**Cell sizes after repair**

Scale: 6 px per um.
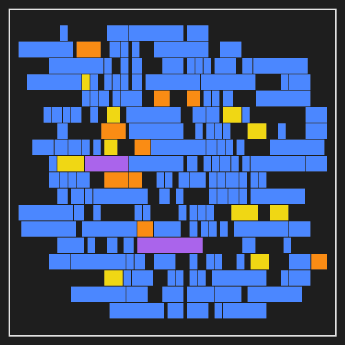
**Close-up of the layout**

Region (1, 28) to (26, 53) um. Cells in grey, sequential cells in the stronger grey; small squares are vias.
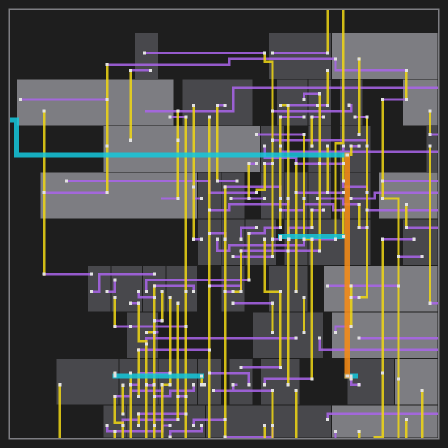
### src/rtl/ones_acc_pkg.sv
// Shared types and constants for the ones frame accumulator.
//   state_e          : FSM state encoding (IDLE, ACCUM, HOLD)
//   SUM_W / IDX_W    : accumulator and frame index widths
//   MAX_NIBBLE_ONES  : largest legal ones count for one 4-bit nibble
//   DEF_FRAME_LEN    : default nibble counts per frame
//   DEF_THRESH       : default over-threshold compare value
package ones_acc_pkg;

  localparam int unsigned SUM_W           = 7;
  localparam int unsigned IDX_W           = 5;
  localparam int unsigned CNT_W           = 3;
  localparam int unsigned MAX_NIBBLE_ONES = 4;
  localparam int unsigned DEF_FRAME_LEN   = 8;
  localparam int unsigned DEF_THRESH      = 16;

  typedef enum logic [1:0] {
    ST_IDLE  = 2'd0,
    ST_ACCUM = 2'd1,
    ST_HOLD  = 2'd2
  } state_e;

  // Limit an upstream count to the physically possible nibble maximum.
  function automatic logic [CNT_W-1:0] clamp_nibble(input logic [CNT_W-1:0] cnt);
    if (32'(cnt) > MAX_NIBBLE_ONES) begin
      return CNT_W'(MAX_NIBBLE_ONES);
    end
    return cnt;
  endfunction

endpackage : ones_acc_pkg

### src/rtl/ones_frame_accumulator.sv
// Sums FRAME_LEN per-nibble ones counts into a frame total and hands the
// result downstream with a valid/ready handshake.
//   clk, rst_n   : clock, asynchronous active-low reset
//   start        : begin a new frame (honoured in IDLE, or in HOLD on consume)
//   cnt_in       : nibble ones count, qualified by in_valid / in_ready
//   sum_out      : completed frame total, with over_thresh (sum >= THRESH)
//   sum_valid    : result held until sum_ready
//   busy         : FSM not idle
//   err          : sticky flag, an accepted count exceeded 4 in this frame
module ones_frame_accumulator
  import ones_acc_pkg::*;
#(
  parameter int unsigned FRAME_LEN = DEF_FRAME_LEN,
  parameter int unsigned THRESH    = DEF_THRESH
) (
  input  logic       clk,
  input  logic       rst_n,
  input  logic       start,
  input  logic [2:0] cnt_in,
  input  logic       in_valid,
  output logic       in_ready,
  output logic [6:0] sum_out,
  output logic       sum_valid,
  input  logic       sum_ready,
  output logic       over_thresh,
  output logic       busy,
  output logic       err
);

  state_e           state_q, state_d;
  logic [SUM_W-1:0] acc_q, acc_d;
  logic [IDX_W-1:0] idx_q, idx_d;
  logic [SUM_W-1:0] sum_q, sum_d;
  logic             sum_valid_q, sum_valid_d;
  logic             over_q, over_d;
  logic             err_q, err_d;
  logic             in_ready_q, in_ready_d;
  logic             busy_q, busy_d;

  logic [CNT_W-1:0] cnt_clamped;
  logic [SUM_W-1:0] acc_next;

  assign cnt_clamped = clamp_nibble(cnt_in);
  assign acc_next    = acc_q + SUM_W'(cnt_clamped);

  // Next-state, datapath and registered-output logic.
  always_comb begin
    state_d     = state_q;
    acc_d       = acc_q;
    idx_d       = idx_q;
    sum_d       = sum_q;
    sum_valid_d = sum_valid_q;
    over_d      = over_q;
    err_d       = err_q;

    unique case (state_q)
      ST_IDLE: begin
        if (start) begin
          state_d = ST_ACCUM;
          acc_d   = '0;
          idx_d   = '0;
          err_d   = 1'b0;
        end
      end

      ST_ACCUM: begin
        if (in_valid) begin
          acc_d = acc_next;
          idx_d = idx_q + IDX_W'(1);
          if (32'(cnt_in) > MAX_NIBBLE_ONES) begin
            err_d = 1'b1;
          end
          // Last nibble: publish the total directly so it lands one cycle later.
          if (idx_q == IDX_W'(FRAME_LEN - 1)) begin
            state_d     = ST_HOLD;
            sum_d       = acc_next;
            sum_valid_d = 1'b1;
            over_d      = (32'(acc_next) >= THRESH);
          end
        end
      end

      ST_HOLD: begin
        if (sum_ready) begin
          sum_valid_d = 1'b0;
          over_d      = 1'b0;
          if (start) begin
            state_d = ST_ACCUM;
            acc_d   = '0;
            idx_d   = '0;
            err_d   = 1'b0;
          end else begin
            state_d = ST_IDLE;
          end
        end
      end

      default: begin
        state_d = ST_IDLE;
      end
    endcase

    // Handshake/status outputs follow the state being entered.
    in_ready_d = (state_d == ST_ACCUM);
    busy_d     = (state_d != ST_IDLE);
  end

  // State and output registers.
  always_ff @(posedge clk or negedge rst_n) begin
    if (!rst_n) begin
      state_q     <= ST_IDLE;
      acc_q       <= '0;
      idx_q       <= '0;
      sum_q       <= '0;
      sum_valid_q <= 1'b0;
      over_q      <= 1'b0;
      err_q       <= 1'b0;
      in_ready_q  <= 1'b0;
      busy_q      <= 1'b0;
    end else begin
      state_q     <= state_d;
      acc_q       <= acc_d;
      idx_q       <= idx_d;
      sum_q       <= sum_d;
      sum_valid_q <= sum_valid_d;
      over_q      <= over_d;
      err_q       <= err_d;
      in_ready_q  <= in_ready_d;
      busy_q      <= busy_d;
    end
  end

  assign in_ready    = in_ready_q;
  assign sum_out     = sum_q;
  assign sum_valid   = sum_valid_q;
  assign over_thresh = over_q;
  assign busy        = busy_q;
  assign err         = err_q;

endmodule : ones_frame_accumulator

### config.mk
export PLATFORM = sky130hd
export DESIGN_NAME = ones_frame_accumulator
export DESIGN_NICKNAME = d
export VERILOG_FILES = /design/src/rtl/ones_acc_pkg.sv /design/src/rtl/ones_frame_accumulator.sv
export SDC_FILE = /design/constraint.sdc
export NUM_CORES = 1
export LEC_CHECK = 0
export ABC_AREA = 1
export CORE_UTILIZATION = 50
export CTS_BUF_LIST = sky130_fd_sc_hd__clkbuf_4
export DETAILED_ROUTE_END_ITERATION = 10
export HOLD_SLACK_MARGIN = 0.05
export PLACE_DENSITY = 0.77
export SYNTH_ARGS = -nofsm -noshare
export SYNTH_HDL_FRONTEND = slang
export SYNTH_SLANG_ARGS = --single-unit
export TNS_END_PERCENT = 100
### constraint.sdc
create_clock -name clk -period 3.3 [get_ports clk]
set_input_delay 0.66 -clock clk [delete_from_list [all_inputs] [get_ports clk]]
set_output_delay 0.66 -clock clk [all_outputs]
set_load 0.03 [all_outputs]
==> impl_metrics.toml <==
# physical design summary
[global_route]
use_met2_pct = 37.6
grt_max_degree = 27
grt_most_used_layer = "met2"
grt_util_met1_pct = 24.3
grtUsageMet3_pct = 2.54
grt_overflow = 0

[die]
ios = 20
initCoreUtil_pct = 54.0
rows = 18

[placement]
dp_cells = 205
pre_cts_ws_ps = 533

[critical_path]
critPathKind = "input pin to flip-flop"
cp-start-kind = "input pin"

[finish]
final_nets = 193
comb_area_sq_um = 589
logic_gates = 104
largest_cell_class = "sequential cells"
nNonClkInverters = 25

[timing]
hold_viol = 0
rsz0062_at_grt = "false"
tightestPinTransition_ps = 350
setup_viol = 0
hold-worst-slack_ps = 491

[route]
vias = 1094
dr.max_layer_used = "met4"
vias_per_cell = 5.23

[synthesis]
yosysUniqueCellTypes = 24
yosys.area_share.simple_pct = 27.1

[cts]
clock_path_buffers = 2
post_cts_buffers = 0
cts.htree.levels = 1

[status]
status = "completed"

[worst_hold_path]
min_path_type = "flip-flop to flip-flop"
min_delay_path_depth = 2

[power_and_ir_drop]
switching_power_mw = 0.687
power_leader = "combinational logic"
pwr-share-clk_pct = 13.7
About 'cell sizes after repair':
Key: blue = drive 1 or less [cells 158]; orange = drive 3 to 4 [cells 9]; yellow = drive 2 [cells 10]; purple = drive 6 and up [cells 2]
final setup margin: 834 ps
post-route cell area: 1630 sq um

About 'close-up of the layout':
Key: yellow = met2; cyan = met3; purple = met1; orange = met4
Netlist names of flops here include `acc_q` (2), `state_q` (2). Sequential cells in the window: 7. 46 logic cells have their middle in the window. Most frequent: nand2_1 (8), dfrtp_1 (7), inv_1 (6).

No activity file was given, so power comes from the tool's default toggle rates.
